===== config.mk =====
export PLATFORM = sky130hd
export DESIGN_NAME = ahb_burst_addr_gen
export DESIGN_NICKNAME = d
export VERILOG_FILES = /design/src/rtl/ahb_burst_addr_gen.sv
export SDC_FILE = /design/constraint.sdc
export NUM_CORES = 1
export LEC_CHECK = 0
export CAP_MARGIN = 20
export CORE_MARGIN = 5
export CORE_UTILIZATION = 50
export DETAILED_ROUTE_END_ITERATION = 10
export PLACE_DENSITY = 0.76
export SETUP_SLACK_MARGIN = 0.15
export SLEW_MARGIN = 20
export SYNTH_ARGS = -nofsm -noshare
export SYNTH_HDL_FRONTEND = slang
export SYNTH_SLANG_ARGS = --single-unit

===== constraint.sdc =====
create_clock -name hclk -period 3.7 [get_ports hclk]
set_input_delay 0.555 -clock hclk [delete_from_list [all_inputs] [get_ports hclk]]
set_output_delay 0.555 -clock hclk [all_outputs]
set_load 0.02 [all_outputs]

===== src/rtl/ahb_burst_addr_gen.sv =====
// AHB manager address-phase sequencer: takes one burst command and drives HTRANS/HADDR beat by beat.
// Optional BUSY insertion (busy_req input) is enabled with `define AHB_BUSY_INSERT_EN.
module ahb_burst_addr_gen #(
   parameter int ADDR_WIDTH = 32,
   parameter int DATA_WIDTH = 32
) (
   input  logic                  hclk,
   input  logic                  hresetn,
   input  logic                  cmd_valid,
   output logic                  cmd_ready,
   input  logic [ADDR_WIDTH-1:0] cmd_addr,
   input  logic [2:0]            cmd_burst,
   input  logic [2:0]            cmd_size,
   input  logic                  cmd_write,
   input  logic [7:0]            cmd_len,
   output logic [1:0]            htrans,
   output logic [ADDR_WIDTH-1:0] haddr,
   output logic [2:0]            hburst,
   output logic [2:0]            hsize,
   output logic                  hwrite,
   input  logic                  hready,
   input  logic                  hresp,
`ifdef AHB_BUSY_INSERT_EN
   input  logic                  busy_req,
`endif
   output logic                  done,
   output logic                  err
);

   localparam logic [1:0] TR_IDLE   = 2'd0;
`ifdef AHB_BUSY_INSERT_EN
   localparam logic [1:0] TR_BUSY   = 2'd1;
`endif
   localparam logic [1:0] TR_NONSEQ = 2'd2;
   localparam logic [1:0] TR_SEQ    = 2'd3;

   localparam logic [2:0] BU_SINGLE = 3'd0;
   localparam logic [2:0] BU_INCR   = 3'd1;
   localparam logic [2:0] BU_WRAP4  = 3'd2;
   localparam logic [2:0] BU_INCR4  = 3'd3;
   localparam logic [2:0] BU_WRAP8  = 3'd4;
   localparam logic [2:0] BU_INCR8  = 3'd5;
   localparam logic [2:0] BU_WRAP16 = 3'd6;
   localparam logic [2:0] BU_INCR16 = 3'd7;

   localparam logic [2:0] SZ_BYTE   = 3'd0;
   localparam logic [2:0] SIZE_MAX  = 3'($clog2(DATA_WIDTH / 8));

   localparam logic [1:0] ST_IDLE = 2'd0;
   localparam logic [1:0] ST_ADDR = 2'd1;
   localparam logic [1:0] ST_ERRW = 2'd2;

   logic [1:0]            state;
   logic [8:0]            cnt;          // beats left, including the one on haddr
   logic [ADDR_WIDTH-1:0] cmd_inc;
   logic [8:0]            cmd_beats;
   logic [31:0]           cmd_end_off;
   logic                  cmd_bad;
   logic [ADDR_WIDTH-1:0] inc, inc_addr, wrap_mask, next_addr;
   logic                  cross_next;

   // Command legality: size, alignment, and 1KB containment for fixed-length INCRx.
   always_comb begin
      cmd_inc = ADDR_WIDTH'(1) << cmd_size;
      case (cmd_burst)
         BU_INCR:            cmd_beats = {1'b0, cmd_len} + 9'd1;
         BU_WRAP4, BU_INCR4:   cmd_beats = 9'd4;
         BU_WRAP8, BU_INCR8:   cmd_beats = 9'd8;
         BU_WRAP16, BU_INCR16: cmd_beats = 9'd16;
         default:            cmd_beats = 9'd1;
      endcase
      cmd_end_off = 32'(cmd_addr[9:0]) + (32'(cmd_beats) << cmd_size) - 32'd1;
      cmd_bad = (cmd_size > SIZE_MAX)
             || (|(cmd_addr & (cmd_inc - ADDR_WIDTH'(1))))
             || ((cmd_burst inside {BU_INCR4, BU_INCR8, BU_INCR16}) && (cmd_end_off > 32'd1023));
   end

   always_comb begin
      inc      = ADDR_WIDTH'(1) << hsize;
      inc_addr = haddr + inc;
      case (hburst)
         BU_WRAP4:  wrap_mask = (inc << 2) - ADDR_WIDTH'(1);
         BU_WRAP8:  wrap_mask = (inc << 3) - ADDR_WIDTH'(1);
         BU_WRAP16: wrap_mask = (inc << 4) - ADDR_WIDTH'(1);
         default:   wrap_mask = '0;
      endcase
      next_addr  = (wrap_mask == '0) ? inc_addr : ((haddr & ~wrap_mask) | (inc_addr & wrap_mask));
      // Undefined-length INCR restarts as NONSEQ on a 1KB boundary.
      cross_next = (hburst == BU_INCR) && (next_addr[9:0] == 10'd0);
   end

   always_ff @(posedge hclk or negedge hresetn) begin
      if (!hresetn) begin
         state     <= ST_IDLE;
         cnt       <= '0;
         cmd_ready <= 1'b0;
         htrans    <= TR_IDLE;
         haddr     <= '0;
         hburst    <= BU_SINGLE;
         hsize     <= SZ_BYTE;
         hwrite    <= 1'b0;
         done      <= 1'b0;
         err       <= 1'b0;
      end else begin
         done <= 1'b0;
         err  <= 1'b0;
         case (state)
            ST_IDLE: begin
               cmd_ready <= 1'b1;
               if (cmd_valid && cmd_ready) begin
                  if (cmd_bad) begin
                     err <= 1'b1;
                  end else begin
                     cmd_ready <= 1'b0;
                     state     <= ST_ADDR;
                     htrans    <= TR_NONSEQ;
                     haddr     <= cmd_addr;
                     hburst    <= cmd_burst;
                     hsize     <= cmd_size;
                     hwrite    <= cmd_write;
                     cnt       <= cmd_beats;
                  end
               end
            end
            ST_ADDR: begin
               if (hresp && !hready) begin
                  htrans <= TR_IDLE;
                  state  <= ST_ERRW;
               end else if (hready) begin
`ifdef AHB_BUSY_INSERT_EN
                  // haddr already holds the pending beat; leave BUSY without counting.
                  if (htrans == TR_BUSY) begin
                     if (busy_req)
                        htrans <= TR_BUSY;
                     else
                        htrans <= ((hburst == BU_INCR) && (haddr[9:0] == 10'd0)) ? TR_NONSEQ : TR_SEQ;
                  end else
`endif
                  if (cnt == 9'd1) begin
                     htrans    <= TR_IDLE;
                     done      <= 1'b1;
                     cmd_ready <= 1'b1;
                     state     <= ST_IDLE;
                  end else begin
                     haddr <= next_addr;
                     cnt   <= cnt - 9'd1;
`ifdef AHB_BUSY_INSERT_EN
                     if (busy_req)
                        htrans <= TR_BUSY;
                     else
`endif
                     htrans <= cross_next ? TR_NONSEQ : TR_SEQ;
                  end
               end
            end
            ST_ERRW: begin
               if (hready) begin
                  err       <= 1'b1;
                  cmd_ready <= 1'b1;
                  state     <= ST_IDLE;
               end
            end
            default: state <= ST_IDLE;
         endcase
      end
   end

endmodule

Fig. 1: signal metal coverage by tile
Bar = 20 um. 23 x 23 tiles, from black (low) to pale yellow (high), scaled to the fullest tile. Values are wire area over tile area, all layers added.
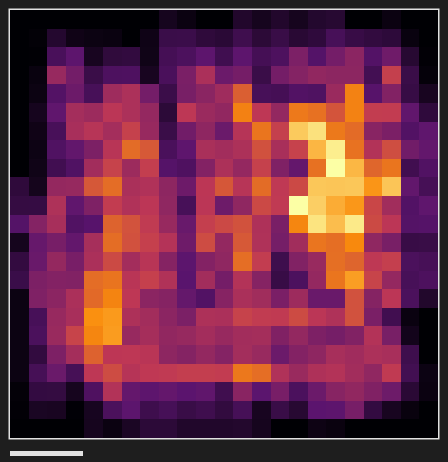
mean over tiles = 0.28
emptiest ninth of the die = upper left
densest ninth of the die = middle right
nearly empty tiles = 8.7%
final wirelength: 22900 um
wire length per cell: 20.2 um

Fig. 2: routing congestion
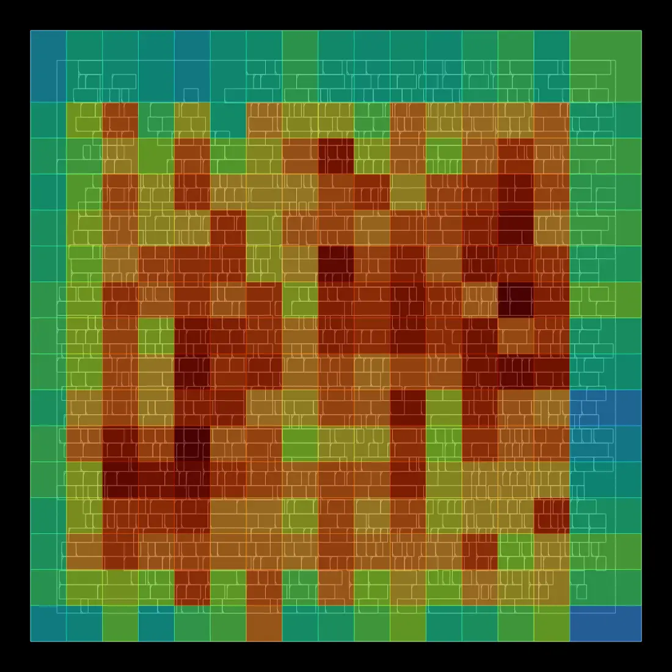
grt met2 use: 54.0%
post-layout util: 79.8%
global routing usage on met1: 38.7%

Fig. 3: cell area per tile
Bar = 20 um. 12 x 12 tiles, from black (low) to pale yellow (high), 0 to 100% covered.
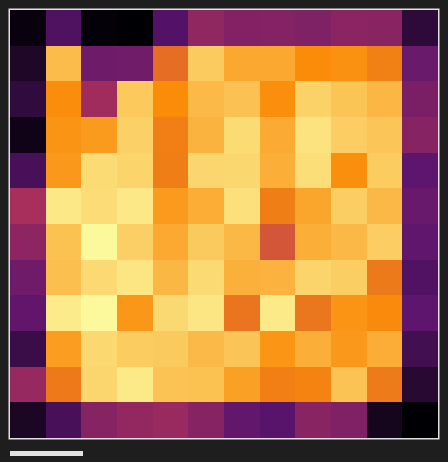
densest ninth of the die = center
tiles over 75% full = 57%
nearly empty tiles = 2.1%
fullest tile = 99%
emptiest ninth of the die = upper left
fp util: 50.6%
core area: 11400 um2

==> reports/results.ini <==
[flow_run]
warnings=37

[pwr]
switchingPower_w=0.00232
power_w=0.00485
pwr-share-clk_pct=9.8
p_leak_nw=3.96
p_per_area_nw_per_um2=534
p_sw_share_pct=47.8
peakVddDrop_v=0.000452
p_int_w=0.00253

[route]
antenna_left=0
drt_iter0_drc=693
drc_errors=0
drt_first_pass_iters=5

[clock_tree]
clockRootBuffer=clkbuf_16
path_clk_slew_ns=0.07
cts_tree=built
cts_buffer_depth=2

[worst_setup_path]
required_ns=3.89
end_kind=register
crit_path_frequent_cell=buf_6
rr_worst_depth=12
critPathMaxStageDelay_ns=0.38
worst_setup_path_start_kind=input port

[yosys]
yosysWarningCount=0
yosys-stat-area_um2=5750
ys_seq_share_pct=23.9
edf_count=0
synth_cell_types=75
syn_avg_cell_area_um2=7.57
most_common_cell=nand2_1
syn-instance-count=760
netlist_area_um2=5750
numSynthFlops=55
synth_top_cell_by_area=dfrtp_1
top_cell_area_share_pct=23.9

[layout]
fill_cells=740
lay_top_count=buf_4
drive_gt1_share_pct=32.5
synthToLayoutAreaGrowth_pct=57.8
layout.area.comb_um2=4800

[global_routing]
grt_usage_pct=31.4
grt_pass1_vias=6925
grt_max_degree=41
antenna_found_initial=0

[place]
hpwlAfterDp_um=15300
io_buffers=95
gp_congestion=0.971

[final_timing]
maxSlewHeadroom_pct=57.8
layout_min_cycle_time_ns=4.62
setup_viol=54
clock.fmax_ghz=0.216
setup_slack_ns=-0.921
rsz0062_at_grt=true
fin_skew_ns=0.00557
fin_setup_tns_ns=-38.53

[status]
violations=setup timing
status=complete, but fails checks

[floorplanning]
fp.dieH_um=117
core.rowCount=39

Fig. 4: the metal 2 layer
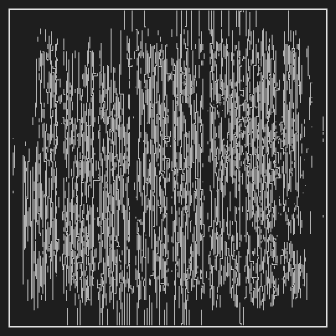
share of all routed wire = 49%
nets with wire on the layer = 973
wire length on this layer = 11200 um
main direction = vertical
longest straight run = 48.6 um

Fig. 5: the metal 1 layer
Bar = 20 um.
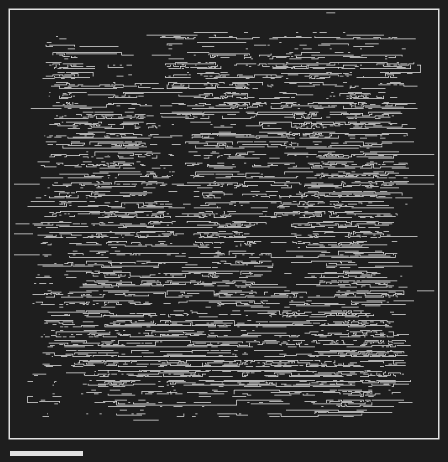
share of all routed wire = 38%
longest straight run = 32.9 um
main direction = horizontal
routed vias: 7184

==> what timing repair did <==
item | 4_1_cts | 5_1_grt
buffers inserted | 31 | 10
setup endpoints to repair | 54 | 54
pin swaps | 58 | 41
cloned | 2 | 2
resized | 156 | 62
hold buffers | 0 | 0
hold endpoints to repair | 0 | 0
==> metal layers <==
layer  GRT usage (%)  share of wire (%)
met5               0                  0
met4            14.8                5.2
met3            4.58                8.3
met2            54.0                 49
met1            38.7                 38
==> metrics by stage <==
stage / hold slack [ns] / util, % / instance area [um2] / std cells / setup slack (ns)
final: 0.261 / 79.8 / 9070 / 1131 / -0.921
after global routing: 0.300 / 79.8 / 9070 / 1131 / -1.05
after CTS: 0.281 / 76.4 / 8680 / 1119 / -0.628
after detailed placement: 0.501 / 68.5 / 7790 / 1078 / -1.72
after global placement: 0.486 / 68.5 / 7790 / 1078 / -1.52
after floorplan: 0.259 / - / 5980 / 760 / -0.600
==> cell type report <==
class / instances / area share [%]
Multi-Input combinational cell: 610 / 52.9
Timing Repair Buffer: 257 / 26.0
Sequential cell: 55 / 15.2
Inverter: 58 / 2.40
Tap cell: 143 / 1.97
Clock buffer: 7 / 1.46
Clock inverter: 1 / 0.0552
==> cell families (layout without fill, tap and decap cells) <==
family | after synthesis | after routing | share of synthesized area (%)
AND/OR/NAND/NOR | 322 | 322 | 28.8
AND-OR/OR-AND | 190 | 190 | 21.5
buffers and inverters | 95 | 323 | 6.66
flip-flops | 55 | 55 | 23.9
adder cells (fa/ha/maj) | 46 | 46 | 10.3
multiplexers | 34 | 34 | 6.16
XOR/XNOR | 18 | 18 | 2.74
==> path summary, 6_finish.rpt <==
path	endpoint	slack (ns)
worst max-delay path	register	-0.92
worst min-delay path	haddr[6]	0.26
worst min register to register	register	0.51
worst max register to register	register	0.21
max in group asynchronous	done	2.55
min in group hclk	register	0.51
==> power groups by stage <==
stage,registers [W],logic (W),clock network [W]
after floorplan,0.00136,0.00149,0
after global placement,0.00121,0.00265,0
after detailed placement,0.00122,0.00272,0
after CTS,0.00122,0.00294,0.000477
after global routing,0.00128,0.00335,0.000496
final,0.00126,0.00312,0.000473
==> critical path: cells and delay by family <==
family / cells / cell delay [ns]
fa+ha+maj: 2 / 0.57
mux: 2 / 0.43
simple gates: 5 / 0.95
buf+inv: 7 / 0.89
compound gates: 8 / 1.38
Power figures rest on the tool's default switching activity, not on a simulated workload.
